**Run 1: placement density heat map**

7 x 7 tiles, from black (low) to pale yellow (high), 0 to 100% covered.
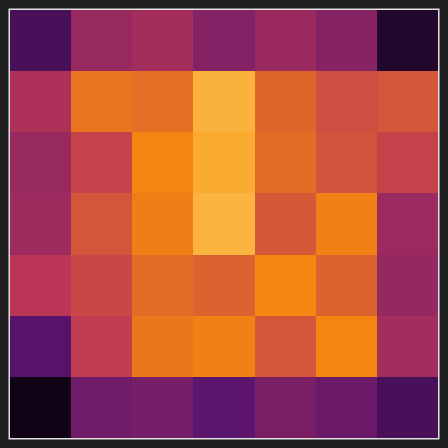
**Run 1: cells coloured by class**

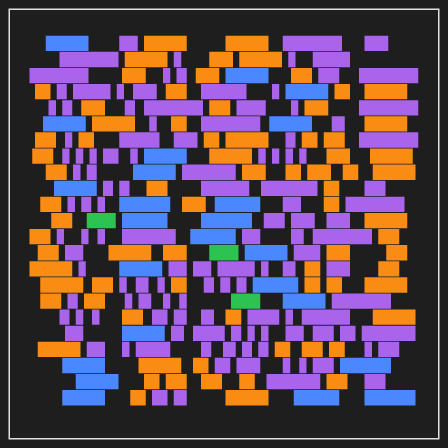
**Run 1: sizing map**

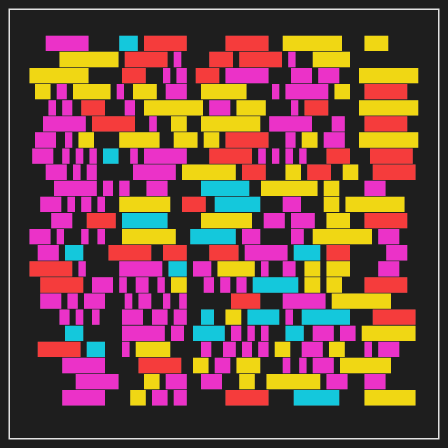
**Run 1: register map, names as in the netlist**

Other sequential cells in the stronger grey, the rest of the logic in the fainter grey.
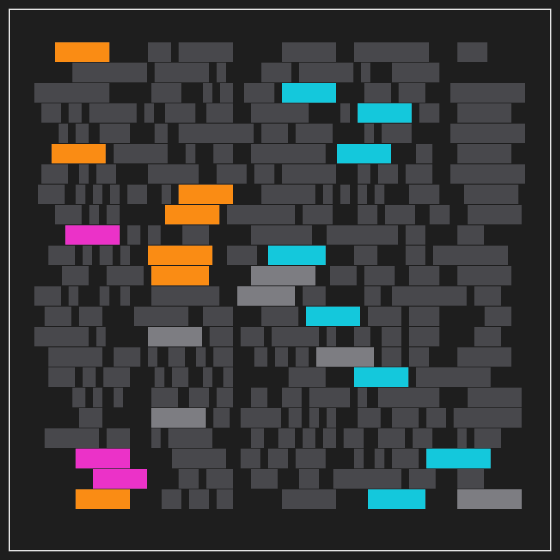
==> config.mk <==
export PLATFORM = sky130hd
export DESIGN_NAME = block_plotter
export DESIGN_NICKNAME = d
export VERILOG_FILES = /design/src/rtl/block_plotter.sv
export SDC_FILE = /design/constraint.sdc
export NUM_CORES = 1
export LEC_CHECK = 0
export CELL_PAD_IN_SITES_DETAIL_PLACEMENT = 1
export CELL_PAD_IN_SITES_GLOBAL_PLACEMENT = 1
export CORE_MARGIN = 3
export CORE_UTILIZATION = 29
export CTS_CLUSTER_SIZE = 14
export DETAILED_ROUTE_END_ITERATION = 8
export PLACE_DENSITY = 0.72
export SLEW_MARGIN = 20
export SYNTH_ARGS = -nofsm -noshare
export SYNTH_HDL_FRONTEND = slang
export SYNTH_SLANG_ARGS = --single-unit
==> constraint.sdc <==
create_clock -name clk -period 1.65 [get_ports clk]
set_input_delay 0.165 -clock clk [delete_from_list [all_inputs] [get_ports clk]]
set_output_delay 0.165 -clock clk [all_outputs]
set_load 0.1 [all_outputs]
==> out/metrics.cfg, run 1 <==
[clock_network]
cts_buffer_depth = 2
root_buffer = clkbuf_8
cts_made_buffers = 3
hold_buffers = 0
cts_tree = built
cts-resized-gates = 30
clk-insertion-delay-late_ns = 0.27

[run]
maxCapViolCount = 0

[detailed_routing]
drcViolationCount = 0
ant_nets = 0
firstDrtPassIters = 4
routed_via_density = 5.13
wl_per_cell_um = 18.6
num_vias = 1411

[synthesis]
yosys-top-cells-count = 27 x nand2_1, 24 x dfxtp_1, 16 x a21oi_1, 13 x nor2_1
flop_cell = dfxtp_1
top_area_share_pct = 37.7
top_cell = nand2_1
ys_cells = 152
yosys_warnings = 0
ys.flops = 24
adder_share_pct = 9.04
yosysTopAreaCell = dfxtp_1
synthTopLogicFamily = simple AND/OR/NAND/NOR gates
ys_area_um2 = 1270
syn_nets = 184
synthArstFlopShare_pct = 0
edf_count = 0
postSynthCellCount = 152
ys_sh_xor_pct = 6.88
ys_types = 34
top_cells_by_area = dfxtp_1 38%, nand2_1 8.0%, a21oi_1 6.3%, ha_1 5.9%, mux2i_1 5.5%
ys_seq_share_pct = 37.7

[critical_path]
worst_setup_path_start_kind = flop
worstSetupEndpointType = output port
cpMaxStageDelayCell = fa_2
path_cells = ha_4, fa_2, buf_6, a41oi_4, nand4b_1, o311ai_4, a31oi_4, buf_12
critPathMaxFanout = 3
worstSetupPathType = flop to output port
cp.arrival_ns = 1.97
slowest_delay_ns = 0.38
path_buffers = 2

[place]
place_congestion = 0.798
pre_cts_ws_ns = -0.481
portBuffers = 43

[final_timing]
finalCritPeriodShare_pct = 130
setup_viol = 14
fmax_mhz = 468
worst_clock_skew_ns = 0.00945
slew_viol_final = 0
setup_ws_ns = -0.488

[worst_hold_path]
min_path_cells = 3

[finish]
largest_register_ffs = 8
fillers = 415

[pwr]
p_leak_nw = 1.09
irDropWorstVdd_mv = 0.590
powerDensity_nw_per_um2 = 580
total_power_mw = 1.58

[grt]
grt_use_met3_pct = 3.74
antenna_found_initial = 0
grt_pass1_vias = 1578
grt.busiest_layer = met2
use_met2_pct = 40.3
gr-usage-all-layers_pct = 19.6
grt_max_degree = 23

[status]
status = finished, violations left
violations = negative setup slack

About 'placement density heat map':
tiles over 75% full	6.1%
mean over tiles	51%
emptiest ninth of the die	bottom left
fullest tile	84%
final core utilization: 66.1%
Initial Utilization: 31.0%
core footprint: 4120 um2

About 'cells coloured by class':
class	colour	cells	share of their area
remaining buffers and delay cells	orange	75	34%
clock-net drivers	green	3	1.6%
remaining logic cells	purple	123	45%
registers	blue	24	19%
Seq area share: 18.4%
Finished Cell Area: 2720 um2
number of cell rows: 23

About 'sizing map':
size	colour	cells	share
x3 and x4	yellow	54	24%
x6 and larger	red	34	15%
x2	cyan	18	8.0%
x1 and smaller	magenta	119	53%
nonclk buf count: 75
final worst slack: -0.488 ns
synth-to-layout area growth: 114%

About 'register map, names as in the netlist':
netlist name	colour	flops
origin_y	orange	7
origin_x	cyan	8
colour_reg	magenta	3
not coloured	6
Reg area: 502 um2
P_seq: 0.635 mW

run 1: placed cells by master, fill, tap and decap left out, drive strengths merged, types with 2 or more instances in the layout:
cell,n
buf,52
dfxtp,24
inv,3
nand3,3
a31oi,2
or3,2
clkdlybuf4s50,23
xnor2,7
clkbuf,3
fa,2
mux2i,7
a21oi,16
nand2b,2
and3,4
nand2,27
nor2,13
nor2b,4
o21ai,4
xor2,3
ha,6
nand4,4
run 1: logic make-up (layout without fill, tap and decap cells):
logic type | count (synthesis) | after routing
AOI/OAI and AO/OA | 29 | 29
adders and majority gates | 8 | 8
buffers and inverters | 8 | 81
and+or+nand+nor | 66 | 66
muxes | 7 | 7
xor gates and xnor gates | 10 | 10
DFF | 24 | 24
run 1: layout make-up:
| cell class | count | area, um2 | area share, % |
|---|---|---|---|
| tap | 50 | 62.6 | 2.30 |
| clock buffer | 3 | 41.3 | 1.52 |
| multi-input combinational | 120 | 1190 | 43.8 |
| sequential | 24 | 502 | 18.4 |
| inverter | 3 | 11.3 | 0.414 |
| timing repair buffer | 75 | 912 | 33.5 |
run 1: report_power, final:
| group | internal (mW) | switching (mW) |
|---|---|---|
| registers | 0.603 | 0.0316 |
| clock network | 0.164 | 0.190 |
| logic | 0.252 | 0.338 |
| total | 1.02 | 0.559 |
run 1: metrics by stage:
stage                     area, um2  hold WS [ns]  setup TNS [ns]  cells
final                          2720         0.438           -3.82    275
after global routing           2720         0.433           -4.69    275
after CTS                      2640         0.444           -3.33    272
after detailed placement       2420         0.462           -1.21    264
after global placement         2420         0.442          -0.907    264
after floorplan                1570         0.227           -2.17    152
run 1: metal layers:
metal | up-vias | routed length, um
li1 | 678 | -
met1 | 694 | 1870
met2 | 33 | 2990
met3 | 6 | 197
met4 | 0 | 55
met5 | - | 0
==> inputs of run 2 (changes only) <==
SLEW_MARGIN = 25   (was 20)
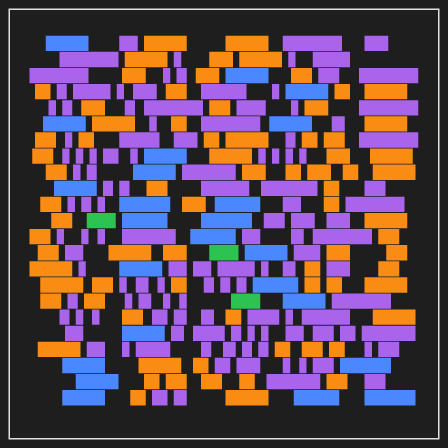
**Above:** run 2 (cells coloured by class).
class	colour	cells	share of their area
remaining buffers and delay cells	orange	75	34%
registers	blue	24	19%
clock-net drivers	green	3	1.6%
remaining logic cells	purple	123	45%

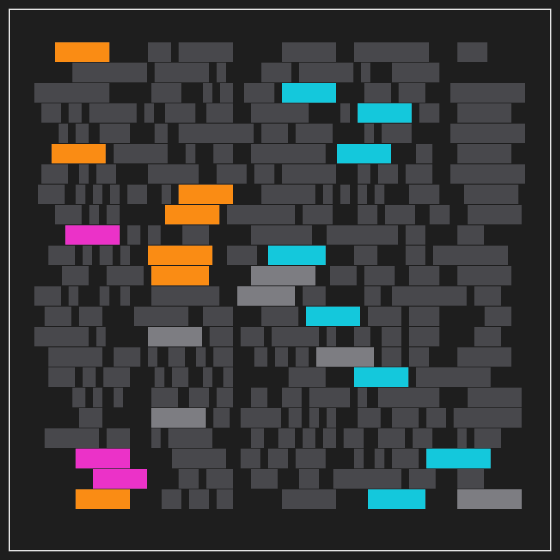
**Above:** run 2 (register map, names as in the netlist).
Other sequential cells in the stronger grey, the rest of the logic in the fainter grey.
netlist name	colour	flops
origin_y	orange	7
colour_reg	magenta	3
origin_x	cyan	8
not coloured	6

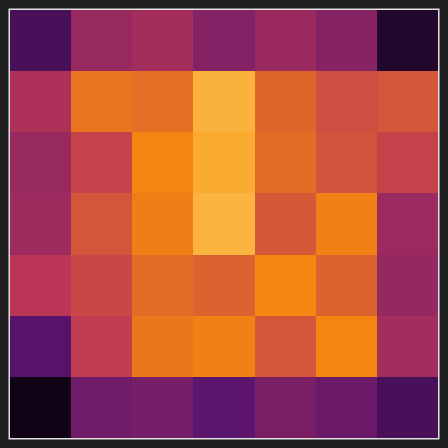
**Above:** run 2 (placement density heat map).
7 x 7 tiles, from black (low) to pale yellow (high), 0 to 100% covered.
emptiest ninth of the die	bottom left
densest ninth of the die	middle
tiles over 75% full	6.1%
mean over tiles	51%
fullest tile	84%

==> run 2 against run 1 <==
The run still ends with negative setup slack left. Non-clock buffer count unchanged. Worst hold slack unchanged. Critical path depth unchanged. Sequential power about the same. Synthesized cell count unchanged. Die area unchanged. Clock skew unchanged. Total power unchanged. Worst setup slack unchanged. Design area unchanged. Critical endpoint unchanged. Largest power group unchanged.
==> out/metrics.cfg, run 2 <==
[status]
status = finished, violations left
violations = negative setup slack

[synthesis]
flop_cell = dfxtp_1
adder_share_pct = 9.04  ; unchanged
ys_seq_share_pct = 37.7  ; unchanged
ys.flops = 24  ; unchanged
syn_nets = 184  ; unchanged
edf_count = 0  ; unchanged
postSynthCellCount = 152  ; unchanged
top_cell = nand2_1
ys_sh_xor_pct = 6.88  ; unchanged
top_cells_by_area = dfxtp_1 38%, nand2_1 8.0%, a21oi_1 6.3%, ha_1 5.9%, mux2i_1 5.5%
ys_area_um2 = 1270  ; unchanged
ys_types = 34  ; unchanged
top_area_share_pct = 37.7  ; unchanged
ys_cells = 152  ; unchanged
yosys-top-cells-count = 27 x nand2_1, 24 x dfxtp_1, 16 x a21oi_1, 13 x nor2_1
yosys_warnings = 0  ; unchanged

[pwr]
p_int_mw = 1.02  ; unchanged
p_leak_nw = 1.09  ; unchanged
seqPwrFrac_pct = 40.2  ; about the same
switchingPower_mw = 0.559  ; unchanged
powerDensity_nw_per_um2 = 580  ; unchanged
pwr-share-comb_pct = 37.4  ; about the same
irDropWorstVdd_mv = 0.590  ; unchanged

[final_timing]
fmax_mhz = 468  ; unchanged
setup_viol = 14  ; unchanged
setup_ws_ns = -0.488  ; unchanged
slew_viol_final = 0  ; unchanged
holdWs_ns = 0.438  ; unchanged

[finish]
fillers = 415  ; unchanged
largest_register_ffs = 8  ; unchanged
design_area_um2 = 2720  ; unchanged
areaGrowthSynthToFinish_pct = 114  ; unchanged

[critical_path]
critPathMaxFanout = 3  ; unchanged
cp.arrival_ns = 1.97  ; about the same
worst_setup_path_start_kind = flop

[clock_network]
root_buffer = clkbuf_8
cts_buffer_depth = 2  ; unchanged
cts_made_buffers = 3  ; unchanged
hold_buffers = 0  ; unchanged
cts_tree = built

[place]
place_congestion = 0.798  ; unchanged
placed_area_um2 = 2420  ; unchanged

[grt]
grt_max_degree = 23  ; unchanged
gr-usage-all-layers_pct = 19.6  ; unchanged
antenna_found_initial = 0  ; unchanged
grt_pass1_vias = 1578  ; unchanged

[run]
maxCapViolCount = 0  ; unchanged

[detailed_routing]
routed_via_density = 5.13  ; unchanged
drcViolationCount = 0  ; unchanged
ant_nets = 0  ; unchanged
num_vias = 1411  ; unchanged

[floorplan]
rows = 23  ; unchanged
core_um2 = 4120  ; unchanged

[worst_hold_path]
min_path_cells = 3  ; unchanged

==> run 2: kinds of logic after synthesis <==
| group | after synthesis |
|---|---|
| AND/OR/NAND/NOR | 66 |
| AND-OR/OR-AND | 29 |
| flip-flops | 24 |
| XOR/XNOR | 10 |
| buffers and inverters | 8 |
| adder cells (fa/ha/maj) | 8 |
| multiplexers | 7 |
==> run 2: layout make-up <==
type	instances	area (um2)	share of cell area [%]
Clock buffer	3	41.3	1.52
Tap cell	50	62.6	2.30
Inverter	3	11.3	0.414
Multi-Input combinational cell	120	1190	43.8
Timing Repair Buffer	75	912	33.5
Sequential cell	24	502	18.4
==> run 2: routing by layer <==
layer  vias to the layer above  global-route usage, %  wire length, um
met4                         0                   4.59               55
li1                        678                      -                -
met2                        33                   40.3             2990
met5                         -                      0                0
met1                       694                   19.7             1870
met3                         6                   3.74              197
==> run 2: critical path, cell delays in order, from the launching register on <==
cell      delay, ns
dfxtp_2        0.34
ha_4           0.16
fa_2           0.38
buf_6          0.14
a41oi_4        0.13
nand4b_1       0.17
o311ai_4       0.12
a31oi_4        0.07
buf_12         0.18
==> run 2: power groups by stage <==
stage	sequential, mW	clock [mW]	combinational, mW
after floorplan	0.658	0	0.320
after global placement	0.644	0	0.554
after detailed placement	0.648	0	0.565
after CTS	0.637	0.352	0.583
after global routing	0.639	0.400	0.616
final	0.635	0.353	0.590
==> run 2: through the flow <==
step / total power [mW] / std cells / setup TNS (ns)
global route: 1.65 / 275 / -4.69
global placement: 1.20 / 264 / -0.907
floorplan: 0.977 / 152 / -2.17
detailed placement: 1.21 / 264 / -1.21
CTS: 1.57 / 272 / -3.33
finish: 1.58 / 275 / -3.82
==> run 2: timing repair <==
item                                    CTS  global route
setup buffers                             6             4
gates resized                            30            17
pin swaps                                21            14
endpoints found under the setup margin   14            16
Power and IR drop assume default switching activity.
